**config.mk**
```make
export PLATFORM = sky130hd
export DESIGN_NAME = mem_bus_master
export DESIGN_NICKNAME = d
export VERILOG_FILES = /design/src/rtl/mma_bus_pkg.sv /design/src/rtl/mem_bus_arb.sv /design/src/rtl/mem_bus_master.sv
export SDC_FILE = /design/constraint.sdc
export NUM_CORES = 1
export LEC_CHECK = 0
export ABC_AREA = 1
export ABC_CLOCK_PERIOD_IN_PS = 2400
export CAP_MARGIN = 25
export CORE_ASPECT_RATIO = 1.5
export CORE_MARGIN = 5
export CORE_UTILIZATION = 42
export CTS_BUF_LIST = sky130_fd_sc_hd__clkbuf_8
export DETAILED_ROUTE_END_ITERATION = 16
export PLACE_DENSITY = 0.83
export SYNTH_ARGS = -nofsm -noshare
export SYNTH_HDL_FRONTEND = slang
export SYNTH_HIERARCHICAL = 1
export SYNTH_SLANG_ARGS = --single-unit
```
**constraint.sdc**
```tcl
create_clock -name clk -period 2.4 [get_ports clk]
set_clock_uncertainty 0.15 [all_clocks]
set_input_delay 0.36 -clock clk [delete_from_list [all_inputs] [get_ports clk]]
set_output_delay 0.36 -clock clk [all_outputs]
set_load 0.02 [all_outputs]
```
**src/rtl/mma_bus_pkg.sv**
```systemverilog
// Shared types and constants for the MMA internal memory bus.
// Holds the bus-master FSM state type, I/O port addresses and the read-only port test.
package mma_bus_pkg;

  typedef enum logic [1:0] {
    ST_IDLE   = 2'd0,
    ST_ACCESS = 2'd1,
    ST_WAIT   = 2'd2,
    ST_ACK    = 2'd3
  } bus_state_e;

  localparam logic [15:0] ADDR_PSW   = 16'h0FFB;
  localparam logic [15:0] ADDR_PORTA = 16'h0FFC;
  localparam logic [15:0] ADDR_PORTB = 16'h0FFD;
  localparam logic [15:0] ADDR_PORTC = 16'h0FFE;
  localparam logic [15:0] ADDR_PORTD = 16'h0FFF;

  // portb and portd are input ports; writing them is an error.
  function automatic logic is_ro_port(input logic [15:0] addr);
    return (addr == ADDR_PORTB) || (addr == ADDR_PORTD);
  endfunction

endpackage

```
**src/rtl/mem_bus_arb.sv**
```systemverilog
// Two-way round-robin arbiter: bit 0 = fetch, bit 1 = data.
// On a tie the requester not granted last wins; reset leaves data as last grant.
module mem_bus_arb (
  input  logic       clk,
  input  logic       reset,
  input  logic [1:0] req,
  input  logic       update,
  output logic [1:0] gnt
);

  logic last_data_q;
  logic last_data_d;

  always_comb begin
    gnt = req;
    if (req == 2'b11) begin
      gnt = last_data_q ? 2'b01 : 2'b10;
    end
  end

  always_comb begin
    last_data_d = last_data_q;
    if (update && (req != 2'b00)) begin
      last_data_d = gnt[1];
    end
  end

  always_ff @(posedge clk or posedge reset) begin
    if (reset) begin
      last_data_q <= 1'b1;
    end else begin
      last_data_q <= last_data_d;
    end
  end

endmodule

```
**src/rtl/mem_bus_master.sv**
```systemverilog
// Memory bus initiator: arbitrates fetch and data requests onto int_abus/int_wbus/we
// and captures int_rbus one cycle after the address is taken by memory.
//
//   state     | meaning
//   ----------+-------------------------------------------------------------
//   ST_IDLE   | no transaction; a pending request is granted and latched
//   ST_ACCESS | bus driven one cycle; we high for a legal write
//   ST_WAIT   | read only; int_rbus valid, captured into rdata
//   ST_ACK    | one-cycle ack to the granted requester
module mem_bus_master
  import mma_bus_pkg::*;
#(
  parameter int AW = 16,
  parameter int DW = 16
) (
  input  logic          clk,
  input  logic          reset,
  input  logic          fetch_req,
  input  logic [AW-1:0] fetch_addr,
  output logic          fetch_ack,
  input  logic          data_req,
  input  logic          data_we,
  input  logic [AW-1:0] data_addr,
  input  logic [DW-1:0] data_wdata,
  output logic          data_ack,
  output logic          data_err,
  output logic [DW-1:0] rdata,
  output logic          busy,
  output logic          we,
  output logic [AW-1:0] int_abus,
  output logic [DW-1:0] int_wbus,
  input  logic [DW-1:0] int_rbus
);

  bus_state_e    state_q, state_d;
  logic [AW-1:0] int_abus_q, int_abus_d;
  logic [DW-1:0] int_wbus_q, int_wbus_d;
  logic [DW-1:0] rdata_q, rdata_d;
  logic          gnt_data_q, gnt_data_d;
  logic          wr_q, wr_d;
  logic          ro_q, ro_d;
  logic [1:0]    gnt;

  mem_bus_arb u_arb (
    .clk    (clk),
    .reset  (reset),
    .req    ({data_req, fetch_req}),
    .update (state_q == ST_IDLE),
    .gnt    (gnt)
  );

  always_ff @(posedge clk or posedge reset) begin
    if (reset) begin
      state_q    <= ST_IDLE;
      int_abus_q <= '0;
      int_wbus_q <= '0;
      rdata_q    <= '0;
      gnt_data_q <= 1'b0;
      wr_q       <= 1'b0;
      ro_q       <= 1'b0;
    end else begin
      state_q    <= state_d;
      int_abus_q <= int_abus_d;
      int_wbus_q <= int_wbus_d;
      rdata_q    <= rdata_d;
      gnt_data_q <= gnt_data_d;
      wr_q       <= wr_d;
      ro_q       <= ro_d;
    end
  end

  always_comb begin
    state_d = state_q;
    case (state_q)
      ST_IDLE:   if (fetch_req || data_req) state_d = ST_ACCESS;
      ST_ACCESS: state_d = wr_q ? ST_ACK : ST_WAIT;
      ST_WAIT:   state_d = ST_ACK;
      ST_ACK:    state_d = ST_IDLE;
      default:   state_d = ST_IDLE;
    endcase
  end

  // Transaction latch in IDLE; fetch leaves int_wbus untouched since it never writes.
  always_comb begin
    int_abus_d = int_abus_q;
    int_wbus_d = int_wbus_q;
    rdata_d    = rdata_q;
    gnt_data_d = gnt_data_q;
    wr_d       = wr_q;
    ro_d       = ro_q;
    if ((state_q == ST_IDLE) && (gnt != 2'b00)) begin
      gnt_data_d = gnt[1];
      if (gnt[1]) begin
        int_abus_d = data_addr;
        int_wbus_d = data_wdata;
        wr_d       = data_we;
        ro_d       = data_we && is_ro_port(data_addr);
      end else begin
        int_abus_d = fetch_addr;
        wr_d       = 1'b0;
        ro_d       = 1'b0;
      end
    end
    if (state_q == ST_WAIT) begin
      rdata_d = int_rbus;
    end
  end

  always_comb begin
    we        = (state_q == ST_ACCESS) && wr_q && !ro_q;
    busy      = (state_q != ST_IDLE);
    fetch_ack = (state_q == ST_ACK) && !gnt_data_q;
    data_ack  = (state_q == ST_ACK) && gnt_data_q;
    data_err  = (state_q == ST_ACK) && gnt_data_q && ro_q;
  end

  assign int_abus = int_abus_q;
  assign int_wbus = int_wbus_q;
  assign rdata    = rdata_q;

endmodule

```
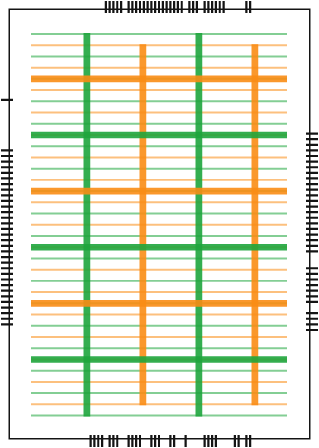
**Above:** floorplan with the power grid.
Pins as bars on the die edge.
Key: green = VSS; orange = VDD
The core has 34 rows. 35 met1 rails follow the rows. 4 straps on met4.

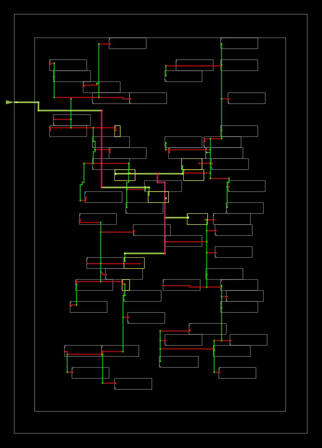
**Above:** clock wiring as the flow saved it.
Clock Latency Late Sink: 0.29 ns
# clk buffers: 6
TritonCTS Buffers: 5

==> summary.txt <==
yosys + openroad results -> status=finished clean, final setup margin=~0.12 ns, max-slew violation count=0, vias per cell=4.60, OpenROAD warnings=30, die area=between 7000 and 8000 um^2, CP Buf/Inv Count=2, Post-Synthesis Cells=238, CTS tree=yes, crit share post-route=0.949, NetSw=~1.7 mW, Avg Cell Area, Syn=approximately 10 um^2, sequential power share=0.346, cell area power density=1220 nW/um^2, Leak Pwr=around 1.8 nW, synth-to-layout area growth=55.7%, Storage cell area=around 1400 um^2, Clock Tree Root=clkbuf_8, Die Y-Extent=between 100 and 150 um, RSZ-0062 raised after global routing=false, flops out of synthesis=54, post-synthesis async set-or-reset flop share=1.00, fillers=~470, clock transition time at the flip-flop clock pins of the worst setup and hold paths=0.09 ns, Mapped Area=~2500 um^2, Placed Area=around 3700 um^2, XOR/XNOR share of the synthesized area=0, largest net degree at the start of global routing=38, most frequent cells in the layout=clkdlybuf4s50_1 (121), nand2_1 (55), dfrtp_1 (53), clk pwr=0.500 mW, Dominant comb cell=multiplexers, # nets final=433, Commonest Layout Cell=clkdlybuf4s50_1, setup_tns=0 ns, switch share=0.372, IO Count=122, # port buffers=around 120, logic area=approximately 930 um^2, Longest Clk Path Bufs=2, Crit-path slowest cell=clkdlybuf4s50_1, Final GP Congestion=0.821, fin crit period=~2.3 ns, Adders+Majority by Area=0.0254, crit path DAT=between 1.5 and 2 ns, cells in synth_stat.txt=roughly 240, Final setup viols=0, Design Area, Final=roughly 3800 um^2, critical path data required time=between 1.5 and 2 ns, logic gate share of total power=0.547, vias=roughly 2,000, core area=between 5000 and 6000 um^2, simple-gate portion of the synthesized area=0.110, clk sinks=between 50 and 60, Startpoint Class=flop, Die W=about 72 um, Worst Path Max Fanout=4, yosys warns=6, Peak Freq=0.439 GHz, GRT Total Usage=0.156, sequential cell area fraction in the yosys report=0.550, first-pass GRT wire length=approximately 9500 um, Worst-Margin Slew=between 0.7 and 0.8 ns, Post-DRT Antenna Nets=0, CP max stage delay=around 0.63 ns, vias in the first global route=~2,000, VDD IR max=between 0.5 and 0.6 mV, post-CTS setup buffer count=0, share of cells above drive strength 1=0.131, clock power share=0.107, crit-path leading delay family=buffers and inverters, initial antenna violation count=0, routed wire length=about 5900 um, Initial Util=0.428, area fraction in compound gates=0.0824, GRT overflow=0, post-cts gate resize count=0
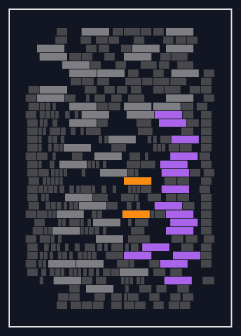
**Above:** sequential cells grouped by signal name.
Other sequential cells in the stronger gray, the rest of the logic in the fainter gray.
Key: orange = `state_q` [sequential cells 2]; purple = `rdata` [sequential cells 16]
Another 36 sequential cells are not colored.
sequential power: 1.62 mW
final core occ: 0.667

layout make-up:
cell class,instances,area share
clock buffer,6,0.0216
tap,72,0.0235
timing repair buffer,124,0.325
multi-input combinational,143,0.244
sequential,54,0.353
clock inverter,2,0.00229
inverter,31,0.0304
routing by layer:
layer | GRT usage | part of all wire | wire [um]
met1 | 0.183 | 0.38 | 2250
met2 | 0.276 | 0.52 | 3050
met3 | 0.0436 | 0.082 | 484
met4 | 0.0396 | 0.018 | 109
met5 | 0 | 0 | 0
stage by stage:
| stage | util | hold WS, ns | cells | power [mW] |
|---|---|---|---|---|
| finish | 0.667 | 0.261 | 432 | 4.67 |
| global placement | 0.651 | 0.316 | 424 | 4.15 |
| floorplan | - | 0.0997 | 238 | 3.04 |
| global route | 0.667 | 0.276 | 432 | 4.97 |
| detailed placement | 0.651 | 0.320 | 424 | 4.23 |
| CTS | 0.667 | 0.255 | 432 | 4.74 |
worst paths after layout:
path / from / to / slack, ns / cells past startpoint
worst max-delay path: state_q[1] / we / 0.12 / 5
worst min-delay path: reset / u_arb/last_data_q / 0.26 / 2
worst max register to register: state_q[0] / rdata[13] / 0.54 / 3
worst min register to register: int_abus[0] / int_abus[0] / 0.34 / 2
max in group asynchronous: reset / state_q[0] / 1.26 / 3
min in group clk: int_abus[0] / int_abus[0] / 0.34 / 2
synthesized netlist by cell type (2+ instances only):
master | count | area share
buf_2 | 3 | 0.0061
buf_4 | 3 | 0.0092
clkbuf_1 | 2 | 0.0031
dfrtp_1 | 53 | 0.54
ha_1 | 5 | 0.025
inv_1 | 31 | 0.047
mux2_2 | 23 | 0.11
mux2_4 | 9 | 0.055
nand2_1 | 55 | 0.084
nand3_1 | 3 | 0.0061
nor2_1 | 10 | 0.015
o21ai_0 | 32 | 0.065
Power and IR drop assume default switching activity.
